Design mcpu_ram_controller, sky130hd; sources not shown.
Figure 1. Metal layers overlaid.
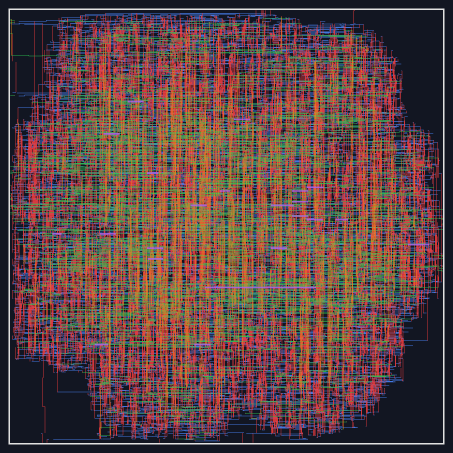
metal 5 -> purple  # wire length 382 um
metal 1 -> blue  # wire length 105 mm
metal 4 -> orange  # wire length 24.4 mm
metal 2 -> red  # wire length 146 mm
metal 3 -> green  # wire length 53.4 mm
routed vias: 60,900
routed len/inst: 42.1 um
combined global-route utilization of all metal layers: 39.3%
final routed wirelength across all metal layers: 330,000 um

Figure 2. Selected gate families.
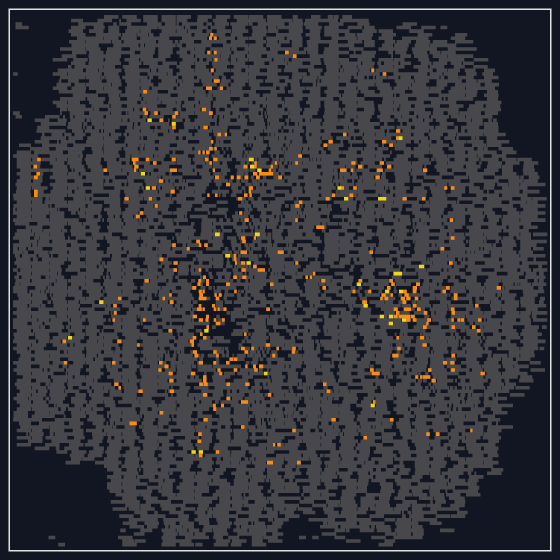
AND-OR and OR-AND gates -> yellow  # cells 34
inverting AOI/OAI gates -> orange  # cells 363
most frequent standard cell in the layout excluding fill and tap cells: sky130_fd_sc_hd__edfxtp_1
non-filler instance count after layout: 7,836
share of cell area taken by multi-input logic gates: 29.1%

==> run notes <==
Notes from the flow run.

Run status:
- The run finished, with violations left.
- The checks that failed: negative setup slack.

Setup path:
- The run puts the data required time of the worst path at 3.86 ns.
- The run puts the largest fanout of any net on the critical path at 2.
- The run puts the largest stage delay on the critical path at 0.73 ns.
- The setup check on the worst reg-to-reg path leaves a slack of -0.02 ns.
- The run puts the critical path buffer and inverter count at 0.
- The worst setup path is captured at a flop.
- The data arrival time reported for the critical path is 3.89 ns.
- The critical path is of the reg2reg type.

Final timing:
- Setup repair after global routing left no endpoint under its margin.
- In the finished design, the share of the clock period the worst path needs comes to 101%.
- The run gives the slack of the critical path as -0.0222 ns.
- The run gives the count of final setup violators as 1.
- The run gives the transition time at the pin with the least slew margin as 1.27 ns.
- The run puts the total count of max-transition violations in the final report at 0.
- Checking max transition, the worst relative margin is 15.1%.
- The run gives the maximum clock skew at final layout as 0.0345 ns.
- The run puts the final hold slack at 0.0681 ns.

Global routing:
- The run puts the first-pass GRT wire length at 457,000 um.
- The run puts the initial antenna violation count at 30.
- The run puts the met2 track demand over resource at 56.9%.
- The run puts the met3 layer usage reported by global route at 14.4%.
- The number of global-route vias before repair came to 58,900.
- The run gives the remaining global-route overflow as 0.
- For this run, global-route usage on met1 was measured as 51.5%.

Yosys:
- The main area contributors are sky130_fd_sc_hd__edfxtp_1, sky130_fd_sc_hd__mux4_2, sky130_fd_sc_hd__mux2i_1.
- The run gives the area of the mapped netlist as 96,500 um2.
- The run puts the fraction of synthesized cell area in xor and xnor cells at 0.0726%.
- Looking at area per cell type in the netlist, the leader is sky130_fd_sc_hd__edfxtp_1.
- The run puts the multiplexer share of the synthesized area at 27.7%.
- The run puts the number of different library cells in the post-synthesis netlist at 69.
- Yosys printed 0 warnings.
- The cell count after synthesis came out at 4,791.
- The synthesis run shows the most used standard cells to be sky130_fd_sc_hd__edfxtp_1, sky130_fd_sc_hd__mux4_2, sky130_fd_sc_hd__nor2_1.
- The run gives the aoi/oai-family share of the synthesized area as 2.99%.
- The run puts the net count of the mapped netlist at 4,819.
- In the synthesized netlist the dominant register cell turns out to be sky130_fd_sc_hd__edfxtp_1.
- The run gives the area share of and/or/nand/nor cells after synthesis as 2.89%.
- The average instance in the mapped netlist occupies 20.1 um2.
- The run puts the share of Yosys cell area claimed by the top area cell type at 63.7%.
- Yosys reports a chip area of 96,500 um2.

Cells and area:
- The run gives the fraction of layout cells with a size suffix above 1 as 40.7%.
- The run puts the share of the core filled with cells in the final layout at 67.8%.
- Per the layout area report, the combinational gate area comes to 32,600 um2.
- The run gives the flip-flop count of the largest register, all copies and words added as 2,048.
- Per the layout area report, the register area comes to 61,800 um2.
- The run puts the clock buffer instance count of the final layout at 247.
- The run puts the share of the final layout cell area in sequential cells at 55.2%.
- The run puts the proportion of final cell area spent on non-clock buffers at 7.15%.
- The final layout report lists a non-clock inverter count of 8.

CTS:
- TritonCTS built the clock tree.
- The run puts the number of buffers inserted during clock tree synthesis at 206.
- The run gives the clock input transition at the sequential cells of the worst setup and hold paths as 0.06 ns.
- Post-CTS timing repair inserted 0 buffers for setup.
- The run puts the buffer levels on the longest clock path at 3.
- The clock reaches the later pin of the worst-skew pair after 0.88 ns.
- The run puts the H-tree level count at 4.
- The run puts the post-cts resize count at 0.

Power:
- The run puts the total net switching power at 14.7 mW.
- The internal power of the cells totals 47.5 mW.
- The run puts the peak supply drop at 0.000651 V.
- The run puts the power density over the cells at 555 nW/um2.
- Per report_power, the top consumer among the power groups is registers.

Place:
- The run puts the post-DP HPWL at 228,000 um.

Min path:
- Hold analysis shows the worst path with a depth of 1.

Route:
- The run gives the routed wire length on met3 as 53,400 um.
- The run gives the top layer reached by signal wires as met5.
- The run gives the length of routed met2 wiring as 146,000 um.
- The run puts the number of iterations in the first detailed-routing pass at 7.
- The run gives the remaining antenna violation count as 0.
- The run puts the number of DRC violations after detailed routing at 0.
- The run puts the iteration-0 DRC count of the detailed router at 12,000.

Die:
- The run puts the number of cell rows at 149.
- The run gives the well tap count as 2,189.
- The run puts the core footprint at 165,000 um2.
Power figures rest on the tool's default switching activity, not on a simulated workload.
